--- config.mk ---
export PLATFORM = sky130hd
export DESIGN_NAME = fifo_reuse_ctrl
export DESIGN_NICKNAME = d
export VERILOG_FILES = /design/src/rtl/fifo_reuse_ctrl.sv
export SDC_FILE = /design/constraint.sdc
export NUM_CORES = 1
export LEC_CHECK = 0
export CORE_MARGIN = 2
export CORE_UTILIZATION = 37
export DETAILED_ROUTE_END_ITERATION = 12
export GPL_ROUTABILITY_DRIVEN = 0
export GPL_TIMING_DRIVEN = 0
export PLACE_DENSITY = 0.63
export SLEW_MARGIN = 5
export SYNTH_ARGS = -nofsm -noshare
export SYNTH_HDL_FRONTEND = slang
export SYNTH_SLANG_ARGS = --single-unit
--- constraint.sdc ---
create_clock -name clk -period 2.9 [get_ports clk]
set_input_delay 0.87 -clock clk [delete_from_list [all_inputs] [get_ports clk]]
set_output_delay 0.87 -clock clk [all_outputs]
set_load 0.03 [all_outputs]
--- src/rtl/fifo_reuse_ctrl.sv ---
// Line-buffer FIFO sequencer: writes one row of L words once, then reads it
// back R times with a one-cycle read-pointer clear between passes.
module fifo_reuse_ctrl #(
   parameter int FIFO_SIZE = 4608,
   parameter int LEN_W     = $clog2(FIFO_SIZE + 1),
   parameter int REP_W     = 8
) (
   input  logic             clk,
   input  logic             rst,
   input  logic             start,
   input  logic [LEN_W-1:0] wr_len,
   input  logic [REP_W-1:0] rd_repeat,
   input  logic             in_valid,
   output logic             wr_clr,
   output logic             wr_en,
   output logic             wr_inc,
   output logic             rd_clr,
   output logic             rd_en,
   output logic             rd_inc,
   output logic             out_valid,
   output logic             busy,
   output logic             done
);

   typedef enum logic [2:0] {
      ST_IDLE  = 3'd0,
      ST_CLR   = 3'd1,
      ST_WRITE = 3'd2,
      ST_READ  = 3'd3,
      ST_RCLR  = 3'd4,
      ST_DONE  = 3'd5
   } state_t;

   localparam logic [LEN_W-1:0] MAX_LEN = LEN_W'(FIFO_SIZE);

   state_t           state_r, state_nxt_s;
   logic [LEN_W-1:0] len_r, len_nxt_s;
   logic [LEN_W-1:0] word_cnt_r, word_cnt_nxt_s;
   logic [REP_W-1:0] rep_r, rep_nxt_s;
   logic [REP_W-1:0] pass_cnt_r, pass_cnt_nxt_s;
   logic [LEN_W-1:0] len_clamp_s;
   logic             last_word_s;
   logic             last_pass_s;
   logic             out_valid_r;

   // Row length clamp and end-of-row / end-of-reuse detection
   always_comb begin
      if (wr_len > MAX_LEN) begin
         len_clamp_s = MAX_LEN;
      end else begin
         len_clamp_s = wr_len;
      end
      last_word_s = (word_cnt_r == (len_r - LEN_W'(1)));
      last_pass_s = ((pass_cnt_r + REP_W'(1)) == rep_r);
   end

   // Next-state and counter update logic
   always_comb begin
      state_nxt_s    = state_r;
      len_nxt_s      = len_r;
      rep_nxt_s      = rep_r;
      word_cnt_nxt_s = word_cnt_r;
      pass_cnt_nxt_s = pass_cnt_r;
      case (state_r)
         ST_IDLE: begin
            if (start) begin
               len_nxt_s = len_clamp_s;
               rep_nxt_s = rd_repeat;
               if ((len_clamp_s == LEN_W'(0)) || (rd_repeat == REP_W'(0))) begin
                  state_nxt_s = ST_DONE;
               end else begin
                  state_nxt_s = ST_CLR;
               end
            end else begin
               state_nxt_s = ST_IDLE;
            end
         end
         ST_CLR: begin
            word_cnt_nxt_s = LEN_W'(0);
            pass_cnt_nxt_s = REP_W'(0);
            state_nxt_s    = ST_WRITE;
         end
         ST_WRITE: begin
            if (in_valid) begin
               if (last_word_s) begin
                  word_cnt_nxt_s = LEN_W'(0);
                  state_nxt_s    = ST_READ;
               end else begin
                  word_cnt_nxt_s = word_cnt_r + LEN_W'(1);
               end
            end else begin
               state_nxt_s = ST_WRITE;
            end
         end
         ST_READ: begin
            if (last_word_s) begin
               word_cnt_nxt_s = LEN_W'(0);
               pass_cnt_nxt_s = pass_cnt_r + REP_W'(1);
               if (last_pass_s) begin
                  state_nxt_s = ST_DONE;
               end else begin
                  state_nxt_s = ST_RCLR;
               end
            end else begin
               word_cnt_nxt_s = word_cnt_r + LEN_W'(1);
            end
         end
         ST_RCLR: state_nxt_s = ST_READ;
         ST_DONE: state_nxt_s = ST_IDLE;
         default: state_nxt_s = ST_IDLE;
      endcase
   end

   // State, latched row parameters and counters
   always_ff @(posedge clk or posedge rst) begin
      if (rst) begin
         state_r    <= ST_IDLE;
         len_r      <= LEN_W'(0);
         rep_r      <= REP_W'(0);
         word_cnt_r <= LEN_W'(0);
         pass_cnt_r <= REP_W'(0);
      end else begin
         state_r    <= state_nxt_s;
         len_r      <= len_nxt_s;
         rep_r      <= rep_nxt_s;
         word_cnt_r <= word_cnt_nxt_s;
         pass_cnt_r <= pass_cnt_nxt_s;
      end
   end

   // out_valid tracks the FIFO's registered read data: rd_en one cycle late
   always_ff @(posedge clk or posedge rst) begin
      if (rst) begin
         out_valid_r <= 1'b0;
      end else begin
         out_valid_r <= (state_r == ST_READ);
      end
   end

   // FIFO control decode; wr_en alone passes in_valid straight through
   always_comb begin
      wr_clr = 1'b0;
      wr_en  = 1'b0;
      wr_inc = 1'b0;
      rd_clr = 1'b0;
      rd_en  = 1'b0;
      rd_inc = 1'b0;
      busy   = 1'b1;
      done   = 1'b0;
      case (state_r)
         ST_IDLE:  busy = 1'b0;
         ST_CLR: begin
            wr_clr = 1'b1;
            rd_clr = 1'b1;
         end
         ST_WRITE: begin
            wr_en  = in_valid;
            wr_inc = 1'b1;
         end
         ST_READ: begin
            rd_en  = 1'b1;
            rd_inc = 1'b1;
         end
         ST_RCLR:  rd_clr = 1'b1;
         ST_DONE:  done   = 1'b1;
         default:  busy   = 1'b0;
      endcase
   end

   assign out_valid = out_valid_r;

endmodule

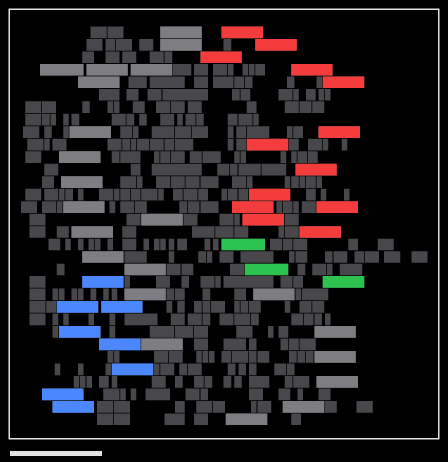
Fig. 1. Register map, names as in the netlist.
Scale bar: 20 um. Other sequential cells in the stronger gray, the rest of the logic in the fainter gray.
state_r -> green  # sequential cells 3
rep_r -> blue  # sequential cells 8, where lower left
word_cnt_r -> red  # sequential cells 13
not colored = 22
Power Sequential: 1120 uW
Register Area: 0.00115 mm^2
fin util: 0.486
sequential share of cell area: 0.307

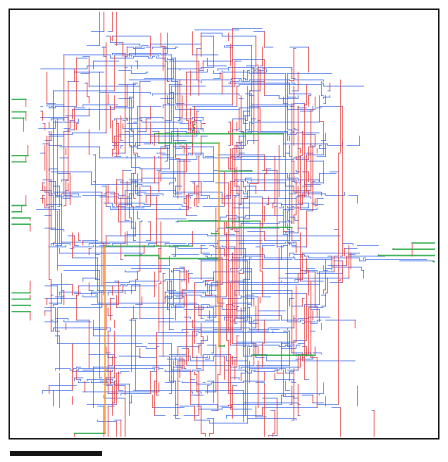
Fig. 2. Metal layers overlaid.
Scale bar: 20 um.
metal 4 -> orange  # wire length 85.0 um
metal 2 -> red  # wire length 3360 um
metal 1 -> blue  # wire length 3450 um
metal 3 -> green  # wire length 216 um
average wire per cell in the routed design: 14.3 um
All-Layer GR Usage: 0.173
drt total wl: 7110 um
Vias: 2641

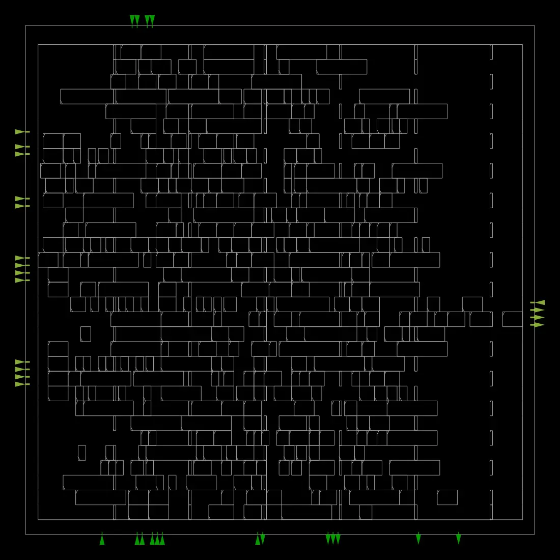
Fig. 3. Placed standard cells.
Flop Count: 46
total of fill cells in the finished design: 736

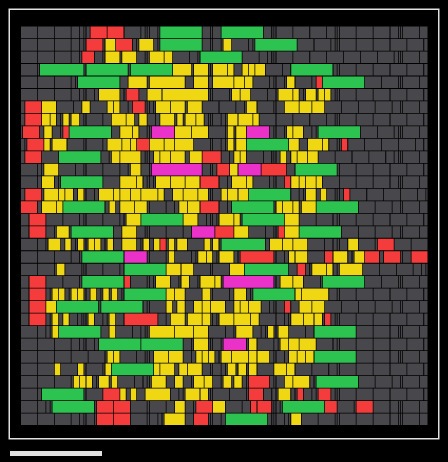
Fig. 4. Cell classes on the final placement.
Scale bar: 20 um. Fill, decap, tap and diode cells in gray.
combinational and other logic -> yellow  # cells 280
other buffers and delay cells -> red  # cells 60
clock drivers and dummy loads -> magenta  # cells 8
flops -> green  # cells 46
Core Region: 0.00773 mm^2
number of rows created at floorplan: 32

==> results.txt <==
Notes on the physical implementation.

- The flop and latch count out of synthesis is 46, for reference.
- The internal power is 2030 uW, for reference.
- The switching portion of total power comes to 0.418.
- The arrival time of data at the worst endpoint is listed as between 3000 and 4000 ps.
- The buffer type at the clock tree root is sky130_fd_sc_hd__clkbuf_8, for reference.
- The average cell area after synthesis is between 8 and 9 um^2, for reference.
- The detailed router used layers up to and including met4.
- The worst setup path endpoint is pass_cnt_r[7]$_DFFE_PP0P_, for reference.
- The simple-gate area share of the yosys netlist is 0.277, for reference.
- The count of plain and timing-repair buffers is 60, for reference.
- During tapcell insertion the tool placed between 100 and 150 well taps.
- The clock distribution power is just under 600 uW, for reference.
- The post-placement cell area is 0.00343 mm^2.
- Once placement completed, the tool counted placed cells totaling about 480.
- The critical path in the final layout is reported with a setup slack of -45.7 ps.
- The global-route congestion overflow total is 0, for reference.
- The count of final setup violators is 2, for reference.
- The post-cts resize count is 30, for reference.
- The met1 demand-to-capacity share in global routing is 0.239, for reference.
- The total of warnings raised by yosys is 0, for reference.
- In the layout the commonest cells are sky130_fd_sc_hd__nand2_1, sky130_fd_sc_hd__dfrtp_1, sky130_fd_sc_hd__clkdlybuf4s50_1.
- The script extracted a total leakage power of roughly 0.0016 uW.
- The number of cells on the worst reg-to-reg path is 8, for reference.
- The met2 routing resource usage after global routing is 0.284, for reference.
- The buffer_ports step reported a buffer count of 33.
- The slack of the worst reg-to-reg path is -50 ps, for reference.
- The final power report lists total power as between 3000 and 4000 uW.
- Per the CTS log, the maximum H-tree level is 2.
- Ranked by instance count, the synthesized netlist is headed by sky130_fd_sc_hd__nand2_1, sky130_fd_sc_hd__dfrtp_1, sky130_fd_sc_hd__nor2_1.
- For this run, the leading register cell type out of synthesis is sky130_fd_sc_hd__dfrtp_1.
- By instance count after routing, the leading logic cell type is sky130_fd_sc_hd__nand2_1.
- The clock tree from TritonCTS is done, for reference.
- The initial antenna violation count came to 0.
- The flow ran to the end, but the final reports show violations.
- The final reports fail on negative setup slack.
Power figures rest on the tool's default switching activity, not on a simulated workload.
